Figure 1. The metal 1 layer (run 1).
Drawn at 4 px/um. Supply wires on this layer in grey.
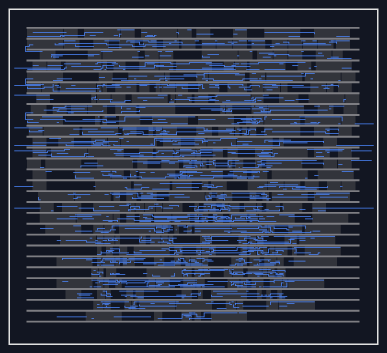
Figure 2. The metal 2 layer (run 1).
Drawn at 4 px/um.
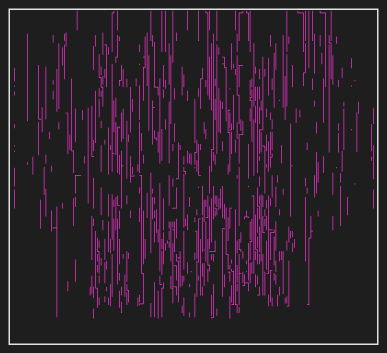
Figure 3. The metal 3 layer (run 1).
Drawn at 6 px/um.
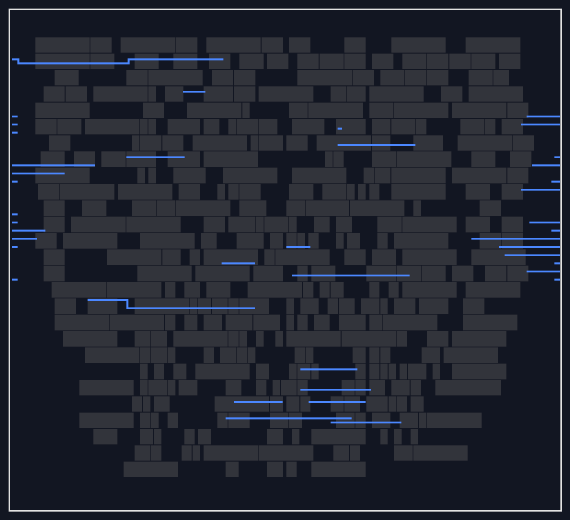
<file path="src/rtl/keypad_entry_if.sv">
// Keypad entry bus: decoded key input from the keypad decoder, and the
// strobe/value/operand outputs toward the display and calculator datapath.
interface keypad_if #(
    parameter int NUM_DIGITS = 4
);
    logic [3:0]              key_code;
    logic                    key_down;
    logic                    key_strobe;
    logic [3:0]              key_val;
    logic [4*NUM_DIGITS-1:0] entry;
    logic [2:0]              digit_count;
    logic                    op_strobe;
    logic [1:0]              op_code;
    logic [4*NUM_DIGITS-1:0] operand;

    // Upstream side: drives the decoded key, observes the results
    modport master (
        output key_code, key_down,
        input  key_strobe, key_val, entry, digit_count, op_strobe, op_code, operand
    );

    // keypad_entry side
    modport slave (
        input  key_code, key_down,
        output key_strobe, key_val, entry, digit_count, op_strobe, op_code, operand
    );
endinterface

</file>
<file path="src/rtl/keypad_entry.sv">
// Keypad entry: synchronises and debounces the decoded key, emits one strobe
// per physical press, and accumulates a BCD operand with clear/backspace and
// operator capture.
module keypad_entry #(
    parameter int DEBOUNCE_CYCLES = 1000000,
    parameter int NUM_DIGITS      = 4
) (
    input  logic     clk,
    input  logic     rst_n,
    keypad_if.slave  bus
);
    localparam int              EW       = 4 * NUM_DIGITS;
    localparam int              CNT_W    = (DEBOUNCE_CYCLES > 2) ? $clog2(DEBOUNCE_CYCLES) : 1;
    // The IDLE cycle that first sees kd_s high counts as the first stable
    // sample, so the DB_* states terminate one count early. This makes the
    // press latency exactly 2 sync flops + DEBOUNCE_CYCLES.
    localparam logic [CNT_W-1:0] CNT_LAST = CNT_W'(DEBOUNCE_CYCLES - 2);
    localparam logic [2:0]       DIG_MAX  = 3'(NUM_DIGITS);

    typedef enum logic [1:0] {
        IDLE       = 2'b00,
        DB_PRESS   = 2'b01,
        PRESSED    = 2'b10,
        DB_RELEASE = 2'b11
    } state_t;

    logic             kd_m_q, kd_s_q;
    logic [3:0]       kc_m_q, kc_s_q;
    state_t           state_q, state_d;
    logic [CNT_W-1:0] cnt_q, cnt_d;
    logic             accept;

    logic             key_strobe_q, key_strobe_d;
    logic [3:0]       key_val_q, key_val_d;
    logic [EW-1:0]    entry_q, entry_d;
    logic [2:0]       digit_count_q, digit_count_d;
    logic             op_strobe_q, op_strobe_d;
    logic [1:0]       op_code_q, op_code_d;
    logic [EW-1:0]    operand_q, operand_d;

    // Two-flop synchronisers for the asynchronous decoder outputs
    always_ff @(posedge clk or negedge rst_n) begin
        if (!rst_n) begin
            kd_m_q <= 1'b0;
            kd_s_q <= 1'b0;
            kc_m_q <= 4'h0;
            kc_s_q <= 4'h0;
        end else begin
            kd_m_q <= bus.key_down;
            kd_s_q <= kd_m_q;
            kc_m_q <= bus.key_code;
            kc_s_q <= kc_m_q;
        end
    end

    // Debounce FSM state and counter register
    always_ff @(posedge clk or negedge rst_n) begin
        if (!rst_n) begin
            state_q <= IDLE;
            cnt_q   <= '0;
        end else begin
            state_q <= state_d;
            cnt_q   <= cnt_d;
        end
    end

    // Debounce next state; accept marks the single cycle a press is taken
    always_comb begin
        state_d = state_q;
        cnt_d   = cnt_q;
        accept  = 1'b0;
        case (state_q)
            IDLE: begin
                if (kd_s_q) begin
                    state_d = DB_PRESS;
                    cnt_d   = '0;
                end
            end
            DB_PRESS: begin
                if (!kd_s_q) begin
                    state_d = IDLE;
                    cnt_d   = '0;
                end else if (cnt_q == CNT_LAST) begin
                    state_d = PRESSED;
                    cnt_d   = '0;
                    accept  = 1'b1;
                end else begin
                    cnt_d = cnt_q + CNT_W'(1);
                end
            end
            PRESSED: begin
                if (!kd_s_q) begin
                    state_d = DB_RELEASE;
                    cnt_d   = '0;
                end
            end
            DB_RELEASE: begin
                if (kd_s_q) begin
                    // Bounce during release: still the same press, no new strobe
                    state_d = PRESSED;
                    cnt_d   = '0;
                end else if (cnt_q == CNT_LAST) begin
                    state_d = IDLE;
                    cnt_d   = '0;
                end else begin
                    cnt_d = cnt_q + CNT_W'(1);
                end
            end
            default: begin
                state_d = IDLE;
                cnt_d   = '0;
            end
        endcase
    end

    // Entry/operand update on an accepted press; strobes are single-cycle
    always_comb begin
        key_strobe_d  = accept;
        op_strobe_d   = 1'b0;
        key_val_d     = key_val_q;
        entry_d       = entry_q;
        digit_count_d = digit_count_q;
        op_code_d     = op_code_q;
        operand_d     = operand_q;
        if (accept) begin
            key_val_d = kc_s_q;
            if (kc_s_q <= 4'h9) begin
                // Full register ignores further digits rather than wrapping
                if (digit_count_q < DIG_MAX) begin
                    entry_d       = {entry_q[EW-5:0], kc_s_q};
                    digit_count_d = digit_count_q + 3'd1;
                end
            end else if (kc_s_q == 4'hA) begin
                entry_d       = '0;
                digit_count_d = 3'd0;
            end else if (kc_s_q == 4'hB) begin
                if (digit_count_q != 3'd0) begin
                    entry_d       = {4'h0, entry_q[EW-1:4]};
                    digit_count_d = digit_count_q - 3'd1;
                end
            end else begin
                operand_d     = entry_q;
                op_code_d     = kc_s_q[1:0];
                op_strobe_d   = 1'b1;
                entry_d       = '0;
                digit_count_d = 3'd0;
            end
        end
    end

    // Output registers
    always_ff @(posedge clk or negedge rst_n) begin
        if (!rst_n) begin
            key_strobe_q  <= 1'b0;
            key_val_q     <= 4'h0;
            entry_q       <= '0;
            digit_count_q <= 3'd0;
            op_strobe_q   <= 1'b0;
            op_code_q     <= 2'b00;
            operand_q     <= '0;
        end else begin
            key_strobe_q  <= key_strobe_d;
            key_val_q     <= key_val_d;
            entry_q       <= entry_d;
            digit_count_q <= digit_count_d;
            op_strobe_q   <= op_strobe_d;
            op_code_q     <= op_code_d;
            operand_q     <= operand_d;
        end
    end

    assign bus.key_strobe  = key_strobe_q;
    assign bus.key_val     = key_val_q;
    assign bus.entry       = entry_q;
    assign bus.digit_count = digit_count_q;
    assign bus.op_strobe   = op_strobe_q;
    assign bus.op_code     = op_code_q;
    assign bus.operand     = operand_q;

endmodule

</file>
<file path="src/flat_wrapper.sv">
// flat-port wrapper written by rule: the top's interface ports become plain ports
module keypad_entry_flat 
#(
    parameter int DEBOUNCE_CYCLES = 1000000,
    parameter int NUM_DIGITS      = 4
)
  (clk, rst_n, bus_key_code, bus_key_down, bus_key_strobe, bus_key_val, bus_entry, bus_digit_count, bus_op_strobe, bus_op_code, bus_operand);
  keypad_if #(.NUM_DIGITS(NUM_DIGITS)) bus_i ();
  input  logic clk;
  input  logic rst_n;
  input wire logic [$bits(bus_i.key_code)-1:0] bus_key_code;
  input wire logic [$bits(bus_i.key_down)-1:0] bus_key_down;
  output wire logic [$bits(bus_i.key_strobe)-1:0] bus_key_strobe;
  output wire logic [$bits(bus_i.key_val)-1:0] bus_key_val;
  output wire logic [$bits(bus_i.entry)-1:0] bus_entry;
  output wire logic [$bits(bus_i.digit_count)-1:0] bus_digit_count;
  output wire logic [$bits(bus_i.op_strobe)-1:0] bus_op_strobe;
  output wire logic [$bits(bus_i.op_code)-1:0] bus_op_code;
  output wire logic [$bits(bus_i.operand)-1:0] bus_operand;
  assign bus_i.key_code = bus_key_code;
  assign bus_i.key_down = bus_key_down;
  assign bus_key_strobe = bus_i.key_strobe;
  assign bus_key_val = bus_i.key_val;
  assign bus_entry = bus_i.entry;
  assign bus_digit_count = bus_i.digit_count;
  assign bus_op_strobe = bus_i.op_strobe;
  assign bus_op_code = bus_i.op_code;
  assign bus_operand = bus_i.operand;
  keypad_entry #(.DEBOUNCE_CYCLES(DEBOUNCE_CYCLES), .NUM_DIGITS(NUM_DIGITS)) u_core (.clk(clk), .rst_n(rst_n), .bus(bus_i));
endmodule
</file>
<file path="config.mk">
export PLATFORM = sky130hd
export DESIGN_NAME = keypad_entry_flat
export DESIGN_NICKNAME = d
export VERILOG_FILES = /design/src/rtl/keypad_entry_if.sv /design/src/rtl/keypad_entry.sv /design/src/flat_wrapper.sv
export SDC_FILE = /design/constraint.sdc
export NUM_CORES = 1
export LEC_CHECK = 0
export CORE_ASPECT_RATIO = 0.9
export CORE_MARGIN = 4
export CORE_UTILIZATION = 54
export CTS_CLUSTER_SIZE = 24
export DETAILED_ROUTE_END_ITERATION = 10
export PLACE_DENSITY = 0.75
export SYNTH_ARGS = -nofsm -noshare
export SYNTH_HDL_FRONTEND = slang
export SYNTH_SLANG_ARGS = --single-unit
export TNS_END_PERCENT = 20
</file>
<file path="constraint.sdc">
create_clock -name clk -period 3.4 [get_ports clk]
set_clock_uncertainty 0.2 [all_clocks]
set_input_delay 0.34 -clock clk [delete_from_list [all_inputs] [get_ports clk]]
set_output_delay 0.34 -clock clk [all_outputs]
set_load 0.02 [all_outputs]
</file>
==> changes_impl.md, run 1 <==
### Implementation results

* Metal2 WL at 3050 um
* Complex-gate fraction of the synthesized area at under 10%
* Most numerous logic cells after layout: dfrtp_1 (75), clkdlybuf4s50_1 (48), mux2_2 (32)
* Total leakage power at approximately 0.0019 uW
* Setup_tns at 0 ns
* First-pass GRT wire length at 12,000 um
* Cell Type Count at between 40 and 50
* Max reg flops at 20
* Met3 wire length at 295 um
* Post-synthesis async set-or-reset flop share at 100%
* Clock network power at roughly 660 uW
* Dominant logic cell type in the layout: dfrtp_1
* Worst path bufs/invs at 2
* Floorplan Nets at just over 300
* P_comb at roughly 180 uW
* RSZ-0062 raised after global routing: no
* Commonest flop: dfrtp_1
* Net Sw Frac at a little over a quarter
* Core ar. at a little over 6000 um2
* All-Layer GR Usage at 19.8%
* Post CTS Setup Buffer Count at 0
* Largest net degree at the start of global routing at approximately 76
* Max Transition Viols Final at 0
* CP required at around 3.4 ns
* CP endpoint kind: flop
* PD cells at between 400 and 500 nW/um2
* Clk slew on worst S/H paths at around 0.080 ns
* Reg2Reg Depth at 8
* Port bufs at ~49
* Slowest CP cell: or3_1
* Ys Warns at 0
* Synth area leader: dfrtp_1
* Remaining DRCs at 0
* Int Pwr at 1310 uW
* YS chip area at around 3400 um2
* Max VDD drop at 0.406 mV
* CP cell instances: inv_1 > ha_1 > nand2_1 > or3_4 > or3_1 > a211oi_4 > buf_4 > mux2_2
* Post-CTS Hold Fix Bufs at 0
* EDFF count, synth at 0
* Fill count at 467
* CTS Root Cell: clkbuf_8
* Detailed Route Iter0 Violations at ~170
* PnR worst setup slack at ~0.65 ns
* Ports at approximately 50
* Worst Hold Class: input pin to asynchronous set/reset pin
* Core Rows at 27
* DP Worst Slack at approximately 0.67 ns
* GRT overflow at 0
* Seq cells post-synth at between 70 and 80
* Cells after Synth at 290
* Cts bufs inserted at 9
* Uppermost layer routed: met4
* Fraction of layout cells with a size suffix above 1 at between 10% and 20%
* Basic Gates by Area at between 10% and 20%
* Ant. Diodes at 0
* CP delay by family, top: simple AND/OR/NAND/NOR gates
* Metal-1 WL at between 3000 and 4000 um
* Final ANT Viol Nets at 0
* Synth Seq Share at between 50% and 60%
* Crit Path Category: flop to flop
* Mean Syn Cell Area at around 12 um2
* Xor/xnor share of the synthesized area at around 1.5%
* Die Width at between 90 and 100 um
* Crit path to: u_core.bus.entry[5]$_DFFE_PN0P_
* Post-route cell area at 4180 um2
* Area growth from synthesis to layout at 22.7%
* Die Size at between 7000 and 8000 um2
* Status: completed
* Grt peak-use layer: met1
* CTS tree: done
* Ranking of synthesized cells by area: dfrtp_1 (55%), mux2_2 (11%), mux2i_1 (2.9%), nand3_1 (2.8%), a22o_1 (2.6%)
* Combinational share of power at between 10% and 20%
* Worst reg2reg setup slack at 0.65 ns
* Final critical delay including setup and external delays at ~2.7 ns
* Final hold violations at 0
* Max Fclk at roughly 360 MHz
* TritonCTS Sinks at 75
* Synth logic family: multiplexers
* Placed instance area at between 3000 and 4000 um2
* Sw Pwr at about 470 uW
* Worst-margin pin slew at roughly 0.91 ns
## Picture notes: Figure 1
The layer carries 3,410 um of wire. The longest straight run is 46.5 um.
vias: 2,391
drt total wl: 6830 um
met1 Usage GRT: 28.9%

## Picture notes: Figure 2
309 nets have wire on it. The wires run mostly vertical. The layer holds 45% of the routed length. The layer carries 3,050 um of wire. The longest straight run is 28.9 um.
met2 Usage GRT: 28.5%

## Picture notes: Figure 3
The layer carries 296 um of wire. The layer holds 4.3% of the routed length. The longest straight run is 21.2 um. The wires run mostly horizontal. 35 nets have wire on it.
M3 GR Usage: 6.79%

-- run 1: synthesized netlist by cell type, types with 2 or more instances --
master,count
clkbuf_1,9
nand2_1,23
nor2_1,16
a21boi_0,2
mux2_4,4
mux2i_1,10
nor3_1,6
o21ai_0,11
a21o_1,6
and3_1,3
nand3_1,19
nand4_1,5
dfrtp_1,75
or2_2,2
inv_1,9
mux2_2,32
nor4_1,4
or3_1,3
o21ai_1,2
nor4b_1,2
xor2_1,5
a22o_1,10
a21oi_1,8
nor3b_1,3
ha_1,5
-- run 1: layout make-up --
class	instances	area (um2)	area share, %
Sequential cell	75	1880	44.9
Multi-Input combinational cell	195	1430	34.3
Timing Repair Buffer	56	538	12.9
Clock buffer	9	124	2.96
Tap cell	87	109	2.60
Clock inverter	6	66.3	1.59
Inverter	9	33.8	0.808
-- run 1: through the flow --
step                      power [uW]  std cells  hold slack, ns
final                           1780        437         0.00323
after global routing            1880        437          0.0619
after CTS                       1800        437          0.0487
after detailed placement        1140        422           0.141
after global placement          1130        422           0.133
after floorplan                 1060        290          -0.156
-- run 1: worst reg2reg max path, stage by stage (launching register included) --
cell	delay (ns)
dfrtp_1	0.43
inv_1	0.08
ha_1	0.14
nand2_1	0.06
or3_4	0.34
or3_1	0.52
a211oi_4	0.19
buf_4	0.31
mux2_2	0.38
-- run 1: kinds of logic (layout without fill, tap and decap cells) --
logic type,Yosys count,count (layout)
AND-OR/OR-AND,43,43
XOR/XNOR,6,6
adder cells (fa/ha/maj),5,5
buffers and inverters,20,80
flip-flops,75,75
multiplexers,46,46
AND/OR/NAND/NOR,95,95
Figure 4. Routed clock nets over the placement (run 1).
Drawn at 3 px/um.
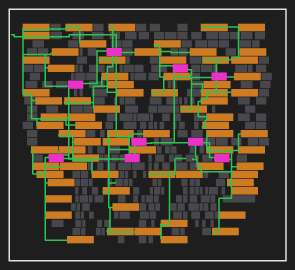

==> inputs of run 2 (changes only) <==
--- a/config.mk
+++ b/config.mk
@@ -7,10 +7,10 @@
 export LEC_CHECK = 0
 export CORE_ASPECT_RATIO = 0.9
 export CORE_MARGIN = 4
-export CORE_UTILIZATION = 54
+export CORE_UTILIZATION = 49
 export CTS_CLUSTER_SIZE = 24
 export DETAILED_ROUTE_END_ITERATION = 10
-export PLACE_DENSITY = 0.75
+export PLACE_DENSITY = 0.72
 export SYNTH_ARGS = -nofsm -noshare
 export SYNTH_HDL_FRONTEND = slang
 export SYNTH_SLANG_ARGS = --single-unit
==> constraint.sdc (replaced) <==
create_clock -name clk -period 2.5 [get_ports clk]
set_clock_uncertainty 0.2 [all_clocks]
set_input_delay 0.25 -clock clk [delete_from_list [all_inputs] [get_ports clk]]
set_output_delay 0.25 -clock clk [all_outputs]
set_load 0.02 [all_outputs]
Figure 5. Routed clock nets over the placement (run 2).
Drawn at 3 px/um.
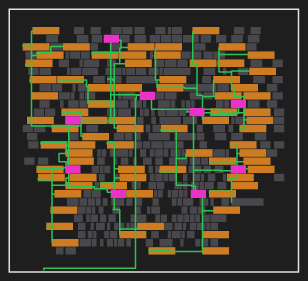
Key: clock-net drivers = magenta [count 9]; clock wires = green [length 854 um]; flip-flops = orange [count 75]
There are 10 routed clock nets.
clock network power: 1010 uW
clock power share: 39.1%

==> run 2 against run 1 <==
Compared with the run above: setup slack lost 0.62 ns; non-clock buffer count grew 32; maximum frequency is 11% higher; count of clock-buffer cells in the layout is 2 higher; clock power increased by 53%.
==> changes_impl.md, run 2 <==
### Implementation results

* Status: completed (unchanged)
* PD cells at 566 nW/um2 (was 426 nW/um2)
* Post-synthesis async set-or-reset flop share at 100% (unchanged)
* Met2 Usage GRT at 28.5% (about the same)
* Fill count at 512 (was 467)
* TritonCTS Sinks at 75 (unchanged)
* Net Sw Frac at 24.5% (was 26.4%)
* Ys Warns at 0 (unchanged)
* CP required at 2.53 ns (was 3.42 ns)
* Max Transition Viols Final at 0 (unchanged)
* CP cell instances: inv_1 > ha_1 > nand2_2 > or3_4 > or3_4 > a211oi_4 > buf_6 > clkbuf_16 > mux2_2 (was inv_1 > ha_1 > nand2_1 > or3_4 > or3_1 > a211oi_4 > buf_4 > mux2_2)
* Final ANT Viol Nets at 0 (unchanged)
* Reg area at 1880 um2 (unchanged)
* Grt peak-use layer: met1 (unchanged)
* M3 GR Usage at 5.27% (was 6.79%)
* Reg2Reg Depth at 9 (was 8)
* Synth area leader: dfrtp_1 (unchanged)
* Total Power at 2570 uW (was 1780 uW)
* CP endpoint kind: flop (unchanged)
* Top-count cell post-synth: dfrtp_1 (unchanged)
* Met1 Usage GRT at 28.9% (about the same)
* Crit Path Category: flop to flop (unchanged)
* Synth Seq Share at 55.1% (unchanged)
* First-pass GRT wire length at 12,600 um (was 12,000 um)
* Final hold violations at 0 (unchanged)
* Int Pwr at 1940 uW (was 1310 uW)
* Dominant logic cell type in the layout: dfrtp_1 (unchanged)
* Xor/xnor share of the synthesized area at 1.54% (unchanged)
* Max reg flops at 20 (unchanged)
* Remaining DRCs at 0 (unchanged)
* Ant. Diodes at 0 (unchanged)
* Max VDD drop at 0.365 mV (was 0.406 mV)
* Core ar. at 6660 um2 (was 6110 um2)
* Area growth from synthesis to layout at 33.3% (was 22.7%)
* Metal-1 WL at 3650 um (was 3410 um)
* Detailed Route Iter0 Violations at 195 (was 171)
* Largest net degree at the start of global routing at 76 (unchanged)
* Ports at 50 (unchanged)
* YS chip area at 3410 um2 (unchanged)
* EDFF count, synth at 0 (unchanged)
* Clk slew on worst S/H paths at 0.07 ns (was 0.08 ns)
* Metal2 WL at 3440 um (was 3050 um)
* Core Rows at 28 (was 27)
* DP Worst Slack at -0.0968 ns (was 0.668 ns)
* Cell Type Count at 41 (unchanged)
* Top cells by count: dfrtp_1 (75), mux2_2 (32), nand2_1 (23), nand3_1 (19), nor2_1 (16) (unchanged)
* Worst Hold Class: input pin to flop (was input pin to asynchronous set/reset pin)
* Worst path bufs/invs at 3 (was 2)
* Worst-margin pin slew at 0.922 ns (was 0.914 ns)
* Synth logic family: multiplexers (unchanged)
==> run 2: cell counts after synthesis <==
Identical to the previous run, type by type.
==> run 2: final cells by class <==
class / count / area share, %
Sequential cell: 75 / 41.3
Clock buffer: 11 / 3.11
Tap cell: 90 / 2.48
Inverter: 9 / 0.744
Multi-Input combinational cell: 195 / 32.0
Clock inverter: 4 / 1.65
Timing Repair Buffer: 88 / 18.7
==> run 2: metrics by stage <==
step | cells | setup TNS, ns | hold WS, ns | area (um2)
after floorplan | 290 | -1.16 | -0.246 | 3410
after CTS | 468 | 0 | 0.122 | 4480
after detailed placement | 447 | -0.977 | 0.135 | 4190
after global placement | 447 | -0.763 | 0.132 | 4190
final | 472 | 0 | 0.137 | 4540
after global routing | 472 | -0.0504 | 0.126 | 4540
==> run 2: worst paths after layout <==
| check | slack (ns) | to | from |
|---|---|---|---|
| setup reg to reg | 0.03 | u_core.bus.entry[2]$_DFFE_PN0P_ | u_core.cnt_q[0]$_DFFE_PN0P_ |
| min in group asynchronous | 0.37 | u_core.cnt_q[5]$_DFFE_PN0P_ | rst_n |
| hold / removal | 0.14 | u_core.kc_m_q[3]$_DFF_PN0_ | bus_key_code[3] |
| max in group asynchronous | 1.12 | u_core.bus.key_strobe$_DFF_PN0_ | rst_n |
| setup / recovery | 0.03 | u_core.bus.entry[2]$_DFFE_PN0P_ | u_core.cnt_q[0]$_DFFE_PN0P_ |
| hold reg to reg | 0.15 | u_core.kc_s_q[3]$_DFF_PN0_ | u_core.kc_m_q[3]$_DFF_PN0_ |
==> run 2: repair_timing <==
item	in CTS	in global routing
gates cloned	1	1
hold endpoints to repair	75	0
setup endpoints to repair	14	12
setup buffers	4	3
resized	3	3
pin swaps	1	2
hold buffers	1	0
No activity file was given, so power comes from the tool's default toggle rates.
